Figure 1. The metal 1 layer (run 1).
The bar under the picture is 20 um long. Cells faint in the background.
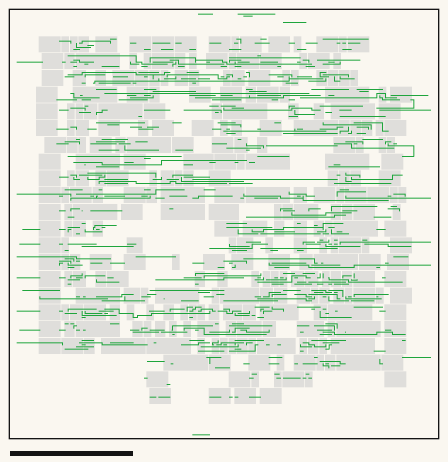
Figure 2. Metal 2 (run 1).
The bar under the picture is 20 um long. Cells faint in the background.
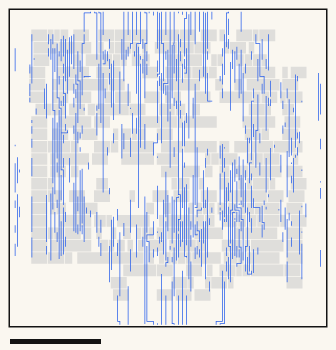
Figure 3. Met3 routing (run 1).
The bar under the picture is 20 um long. Cells faint in the background.
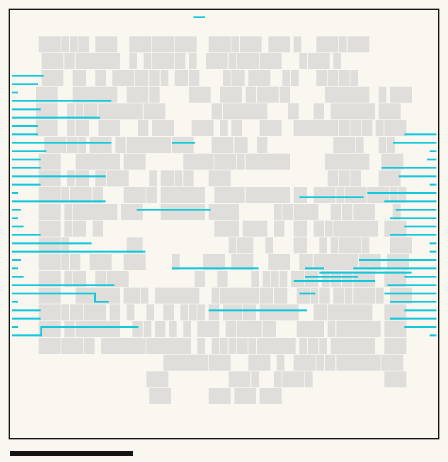
[src/rtl/reg_write_arbiter.sv]
// reg_write_arbiter: round-robin arbiter for the register file write port (WB/IRQ/DBG) with debug lock; optional grant counters via REG_WRITE_ARB_STATS_EN
module reg_write_arbiter #(
  parameter int NUM_REGS = 11,
  parameter int DATA_W = 16
) (
  input  logic              clk,
  input  logic              rst,
  input  logic              wb_valid,
  output logic              wb_ready,
  input  logic              wb_we,
  input  logic [3:0]        wb_index,
  input  logic [DATA_W-1:0] wb_data,
  input  logic              wb_t_we,
  input  logic              wb_t_data,
  input  logic              irq_valid,
  output logic              irq_ready,
  input  logic [3:0]        irq_index,
  input  logic [DATA_W-1:0] irq_data,
  input  logic              dbg_valid,
  output logic              dbg_ready,
  input  logic [3:0]        dbg_index,
  input  logic [DATA_W-1:0] dbg_data,
  input  logic              dbg_lock,
`ifdef REG_WRITE_ARB_STATS_EN
  input  logic              stats_clr,
  output logic [15:0]       wb_grants,
  output logic [15:0]       irq_grants,
  output logic [15:0]       dbg_grants,
`endif
  output logic              rf_write_en,
  output logic [3:0]        rf_write_index,
  output logic [DATA_W-1:0] rf_write_data,
  output logic              rf_t_we_n,
  output logic              rf_t_data,
  output logic              bad_index,
  output logic              locked
);
  typedef enum logic {IDLE, LOCKED} state_t;
  localparam logic [4:0] NR = 5'(NUM_REGS);
  state_t state;
  logic [1:0] ptr;
  logic [2:0] req, gnt;
  logic [3:0] sel_index;
  logic [DATA_W-1:0] sel_data;
  logic any, gpr, idx_ok;
  assign req = {dbg_valid, irq_valid, wb_valid};
  // Grant: only DBG while locked, otherwise first valid requester scanning from the pointer
  always_comb begin
    gnt = 3'b000;
    if (state == LOCKED) gnt = {dbg_valid, 2'b00};
    else if (ptr == 2'd0) gnt = req[0] ? 3'b001 : req[1] ? 3'b010 : req[2] ? 3'b100 : 3'b000;
    else if (ptr == 2'd1) gnt = req[1] ? 3'b010 : req[2] ? 3'b100 : req[0] ? 3'b001 : 3'b000;
    else gnt = req[2] ? 3'b100 : req[0] ? 3'b001 : req[1] ? 3'b010 : 3'b000;
  end
  assign {dbg_ready, irq_ready, wb_ready} = gnt;
  assign any = |gnt;
  assign sel_index = gnt[0] ? wb_index : gnt[1] ? irq_index : dbg_index;
  assign sel_data = gnt[0] ? wb_data : gnt[1] ? irq_data : dbg_data;
  assign gpr = gnt[0] ? wb_we : 1'b1;
  assign idx_ok = {1'b0, sel_index} < NR;
  assign locked = state == LOCKED;
  // Registered write port outputs, lock state and round-robin pointer
  always_ff @(posedge clk) begin
    if (rst) begin
      state <= IDLE;
      ptr <= 2'd0;
      rf_write_en <= 1'b0;
      rf_write_index <= '0;
      rf_write_data <= '0;
      rf_t_we_n <= 1'b1;
      rf_t_data <= 1'b0;
      bad_index <= 1'b0;
    end else begin
      rf_write_en <= any & gpr & idx_ok;
      bad_index <= any & gpr & ~idx_ok;
      rf_t_we_n <= ~(gnt[0] & wb_t_we & (idx_ok | ~wb_we));
      if (any) begin
        rf_write_index <= sel_index;
        rf_write_data <= sel_data;
      end
      if (gnt[0]) rf_t_data <= wb_t_data;
      if (state == IDLE) begin
        if (any) ptr <= gnt[0] ? 2'd1 : gnt[1] ? 2'd2 : 2'd0;
        if (gnt[2] & dbg_lock) state <= LOCKED;
      end else if (!dbg_lock) begin
        state <= IDLE;
        ptr <= 2'd0;
      end
    end
  end
`ifdef REG_WRITE_ARB_STATS_EN
  // Saturating per-requester grant counters; clear wins over a same-cycle grant
  always_ff @(posedge clk) begin
    if (rst | stats_clr) begin
      wb_grants <= '0;
      irq_grants <= '0;
      dbg_grants <= '0;
    end else begin
      if (gnt[0] && wb_grants != 16'hFFFF) wb_grants <= wb_grants + 16'd1;
      if (gnt[1] && irq_grants != 16'hFFFF) irq_grants <= irq_grants + 16'd1;
      if (gnt[2] && dbg_grants != 16'hFFFF) dbg_grants <= dbg_grants + 16'd1;
    end
  end
`endif
endmodule

[config.mk]
export PLATFORM = sky130hd
export DESIGN_NAME = reg_write_arbiter
export DESIGN_NICKNAME = d
export VERILOG_FILES = /design/src/rtl/reg_write_arbiter.sv
export SDC_FILE = /design/constraint.sdc
export NUM_CORES = 1
export LEC_CHECK = 0
export ABC_AREA = 1
export ABC_CLOCK_PERIOD_IN_PS = 3500
export CORE_MARGIN = 4
export CORE_UTILIZATION = 39
export DETAILED_ROUTE_END_ITERATION = 16
export PLACE_DENSITY = 0.95
export SLEW_MARGIN = 20
export SYNTH_ARGS = -nofsm -noshare
export SYNTH_HDL_FRONTEND = slang
export SYNTH_SLANG_ARGS = --single-unit
[constraint.sdc]
create_clock -name clk -period 3.5 [get_ports clk]
set_input_delay 0.7 -clock clk [delete_from_list [all_inputs] [get_ports clk]]
set_output_delay 0.7 -clock clk [all_outputs]
set_load 0.02 [all_outputs]
==> flow_summary.yaml, run 1 <==
# physical design summary
synthesis:
  fp_nets: 275
  ys_cells: 206
  top_cells_by_count: "53 x nand2_1, 27 x dfxtp_1, 22 x o21ai_1"
  netlist_instances: 206
  netlist_logic_family_top: "simple AND/OR/NAND/NOR gates"
  ys_sh_mux_pct: 0
  most_common_cell: "nand2_1"
  yosys.area.top_type_share_pct: 36.6
  syn_area_mm2: 0.00148
  ys.flops: 27
  aoi_share_pct: 23.6
floorplanning:
  io_pins: 97
timing:
  fin_skew_ns: 0.000719
  hold_violations: 0
  finalSetupViolCount: 0
  tightest_slew_ns: 0.694
critical_path:
  crit_path_frequent_cell: "clkdlybuf4s50_1"
  rr_endpoint: "rf_write_data[14]"
  cp_slowest_stage_delay_ns: 0.59
  crit_family: "buffers and inverters"
  cp_slowest_cell: "clkdlybuf4s50_1"
  cp_max_fo: 4
power_and_ir_drop:
  p_leak_nw: 0.996
  p_sw_w: 0.000368
  p_seq_share_pct: 37.3
  comb_power_share_pct: 45.8
  peakVddDrop_mv: 0.211
cts:
  clk_path_buf_depth: 2
  cts.sinks: 27
  cts_tree: "done"
  h-tree-depth: 1
hold_path:
  hold_path.startpoint: "rf_t_data"
drt:
  firstDrtPassIters: 4
  via_per_inst: 5.03
  wl_per_cell_um: 13.6
grt:
  grt_max_degree: 27
job:
  maxCapViolCount: 0
placed_design:
  io_buffers: 96
  dp.cells: 342
  gp_congestion: 0.857
  dp_hpwl_um: 3540
cells_and_area:
  regArea_um2: 541
  final_net_count: 368
  logic_area_um2: 791
  drive_gt1_share_pct: 9.06
run_status:
  outcome: "finished, final reports clean"
Notes on Figure 1 above:
- nets with wire on the layer: 320
- main direction: horizontal

Notes on Figure 2 above:
- nets with wire on the layer: 292
- longest straight run: 35.4 um
- share of all routed wire: 49%

Notes on Figure 3 above:
- nets with wire on the layer: 65
- longest straight run: 21.4 um
- wire length on this layer: 471 um
- share of all routed wire: 10%
- main direction: horizontal
Vias: 1739
final wirelength: 4720 um
met3 Usage GRT: 6.52%

==> run 1: routing by layer <==
| metal | vias to the layer above | part of all wire (%) |
|---|---|---|
| li1 | 874 | - |
| met1 | 785 | 40 |
| met3 | 4 | 10 |
| met5 | - | 0 |
| met4 | 0 | 0.83 |
| met2 | 76 | 49 |
==> run 1: worst max path at each step <==
stage,cells past startpoint,startpoint,endpoint,slack [ns]
after floorplan,6,irq_valid,dbg_ready,1.38
after global placement,6,irq_valid,irq_ready,0.48
after detailed placement,8,dbg_valid,dbg_ready,0.45
after CTS,8,dbg_valid,dbg_ready,0.45
after global routing,6,irq_valid,irq_ready,0.36
final,8,dbg_valid,dbg_ready,0.44
==> run 1: state kept, by name, indices dropped and copies added (netlist names) <==
name and count:
bad_index 1, locked 1, ptr 2, rf_t_data 1, rf_t_we_n 1, rf_write_data 16
rf_write_en 1, rf_write_index 4
==> run 1: worst register-to-register path: stages (launching register included) <==
cell and delay [ns]:
dfxtp_1 0.37, nor2_1 0.20, nor2_2 0.07, nand2_4 0.09
nand3_2 0.08, o21ai_2 0.10, buf_4 0.29, nand2_4 0.22
o21ai_0 0.22, a31oi_1 0.05
==> run 1: per-stage QoR <==
step                instance area [um2]  hold WS, ns  power [W]  util [%]  setup WS (ns)
floorplan                          1480        0.460   0.000652         -           1.38
global route                       2480        0.491    0.00108      67.7          0.357
CTS                                2480        0.476    0.00103      67.7          0.445
global placement                   2430        0.462   0.000847      66.5          0.478
detailed placement                 2430        0.463   0.000857      66.5          0.446
finish                             2480        0.473    0.00102      67.7          0.442
==> run 1: power groups by stage <==
stage	Clock (W)	Combinational (W)	Sequential, W
after floorplan	0	0.000210	0.000442
after global placement	0	0.000462	0.000385
after detailed placement	0	0.000469	0.000388
after CTS	0.000177	0.000471	0.000381
after global routing	0.000184	0.000508	0.000387
final	0.000173	0.000469	0.000381
==> run 1: placed cells by master, fill, tap and decap left out <==
cell type         n
o21ai_1          22
nor2_2            1
nand3_4           3
clkbuf_8          3
nand2_1          53
o21ai_2           1
or2_1             1
o21ai_0          11
clkinv_2          1
nor2_1           13
nand2_2           5
o211ai_2          1
buf_4             3
a31oi_1          12
clkdlybuf4s50_1  96
inv_4             1
o22ai_1           1
inv_1            11
a21oi_1          16
nand2_4           3
or2_2             1
nor2_4            1
clkinv_1          1
nand3_1           5
dfxtp_1          27
inv_2             2
nand3_2           1
nand4_1           2
==> run 1: logic make-up (layout without fill, tap and decap cells) <==
logic type      Yosys count  count (layout)
compound gates           64              64
buf+inv                  26             118
flops                    27              27
simple gates             89              89
==> run 1: cell type report <==
cell class | count | share of cell area (%)
Clock inverter | 1 | 0.202
Timing Repair Buffer | 99 | 39.7
Tap cell | 48 | 2.42
Multi-Input combinational cell | 153 | 31.9
Clock buffer | 3 | 1.66
Sequential cell | 27 | 21.8
Inverter | 15 | 2.37
Figure 4. Routing congestion map (run 1).
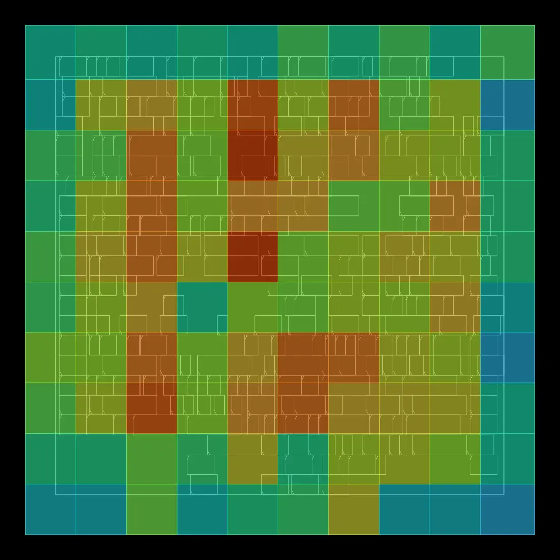

==> run 1 -> run 2 <==
- ABC_CLOCK_PERIOD_IN_PS: 3500 -> 2700
- CORE_UTILIZATION: 39 -> 32
- PLACE_DENSITY: 0.95 -> 0.85
- SLEW_MARGIN: 20 -> default
- clock period: 3.5 -> 2.7 ns (I/O delays scaled with it)
Figure 5. Routing congestion map (run 2).
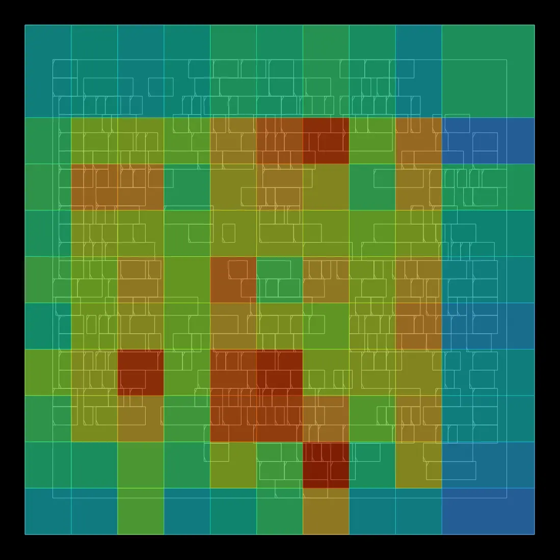
Routed WL per cell: 14.3 um
gr busiest metal: met2
met3 Usage GRT: 6.60%
met2 Track Usage GR: 30.6%
global routing usage on met1: 19.2%

Figure 6. The metal 1 layer (run 2).
The bar under the picture is 20 um long. Cells faint in the background.
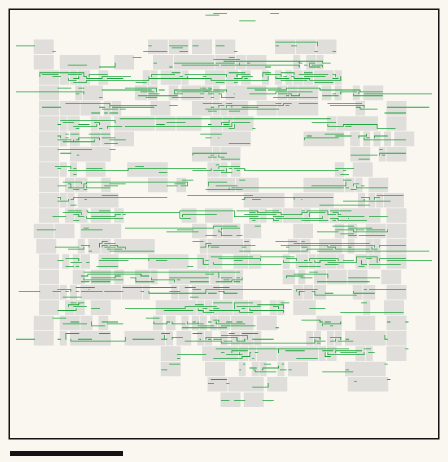
- main direction: horizontal
- longest straight run: 37.3 um
final wirelength: 5080 um
Vias: 1768

==> run 2 against run 1 <==
  * Clock skew is 0.0041 ns higher
  * Wire length is 7.8% higher
  * Sequential share of layout area is 0.38 points lower
  * Largest cell class unchanged
  * Highest routed layer unchanged
==> flow_summary.yaml, run 2 <==
# physical design summary
run_status:
  outcome: "finished, final reports clean"
drt:
  firstDrtPassIters: 4
placed_design:
  dpl-instance-area_mm2: 0.00248
  gp_congestion: 0.789
  dp_hpwl_um: 3850
timing:
  tightest_slew_ns: 0.673
  hold_violations: 0
  fin_skew_ns: 0.00481
cells_and_area:
  lay_top_cells: "94 x clkdlybuf4s50_1, 53 x nand2_1, 27 x dfxtp_1, 22 x o21ai_1, 16 x a21oi_1"
  top_regs: "rf_write_data (16), rf_write_index (4), ptr (2)"
  regMostFlops: "rf_write_data"
  drive_gt1_share_pct: 10.6
critical_path:
  cp_slowest_stage_delay_ns: 0.60
  cp_slowest_cell: "clkdlybuf4s50_1"
  crit_family: "buffers and inverters"
  rr_endpoint: "rf_write_data[0]"
synthesis:
  fp_nets: 275
  ys_cells: 206
  most_common_cell: "nand2_1"
  syn_area_mm2: 0.00148
  netlist_instances: 206
  yosys.area.top_type_share_pct: 36.6
  top_cells_by_count: "53 x nand2_1, 27 x dfxtp_1, 22 x o21ai_1"
cts:
  clk_path_buf_depth: 2
grt:
  grt_max_degree: 24
power_and_ir_drop:
  p_leak_nw: 1.04
## run 2: cell counts after synthesis
No cell type changed its count.
## run 2: power groups by stage
stage	Combinational, W	Sequential (W)	Clock [W]
floorplan	0.000272	0.000573	0
global placement	0.000616	0.000499	0
detailed placement	0.000626	0.000502	0
CTS	0.000627	0.000493	0.000242
global route	0.000675	0.000500	0.000257
finish	0.000621	0.000494	0.000238
## run 2: kinds of logic after synthesis
| logic type | share of synthesized area (%) |
|---|---|
| flip-flops | 36.6 |
| AND-OR/OR-AND | 23.6 |
| buffers and inverters | 9.75 |
| AND/OR/NAND/NOR | 30.0 |
## run 2: how the worst max path moves through the flow
| stage | from | end | slack, ns |
|---|---|---|---|
| detailed placement | dbg_valid | dbg_ready | 0.002 |
| floorplan | irq_valid | dbg_ready | 0.90 |
| CTS | irq_valid | irq_ready | 0.01 |
| finish | irq_valid | wb_ready | 0.08 |
| global route | dbg_valid | wb_ready | 0.01 |
| global placement | dbg_valid | dbg_ready | 0.05 |
## run 2: cell type report
type	instances	area (um2)	share of cell area, %
timing repair buffer	104	1020	40.5
multi-input combinational	153	791	31.3
sequential	27	541	21.4
tap	52	65.1	2.58
inverter	15	58.8	2.33
clock buffer	3	41.3	1.64
clock inverter	1	5.00	0.198
## run 2: metrics by stage
stage / instances / util, % / setup WS [ns] / total power, W / hold WS (ns)
floorplan: 206 / - / 0.904 / 0.000845 / 0.460
global placement: 351 / 56.1 / 0.0469 / 0.00112 / 0.457
detailed placement: 351 / 56.1 / 0.00241 / 0.00113 / 0.462
CTS: 355 / 57.1 / 0.0138 / 0.00136 / 0.475
global route: 355 / 57.2 / 0.0116 / 0.00143 / 0.511
finish: 355 / 57.2 / 0.0775 / 0.00135 / 0.468
## run 2: per-layer routing
metal | up-vias | routed length (um) | GRT usage, % | share of wire (%)
met3 | 10 | 556 | 6.60 | 11
met5 | - | 0 | 0 | 0
met4 | 0 | 92 | 5.63 | 1.8
li1 | 881 | - | - | -
met2 | 87 | 2410 | 30.6 | 47
met1 | 790 | 2020 | 19.2 | 40
## run 2: worst register-to-register path, cell delays in order, from the launching register on
cell and delay, ns:
dfxtp_1 0.44, nand3_4 0.13, buf_4 0.16, nand3_4 0.07, buf_4 0.17, nand2_4 0.08, inv_4 0.16, nand2_4 0.20
o21ai_0 0.22, a31oi_1 0.05
## run 2: what timing repair did
action / CTS / global route
pin swaps: 0 / 0
resized: 1 / 1
endpoints found under the setup margin: 1 / 1
buffers inserted: 0 / 0
Power figures rest on the tool's default switching activity, not on a simulated workload.
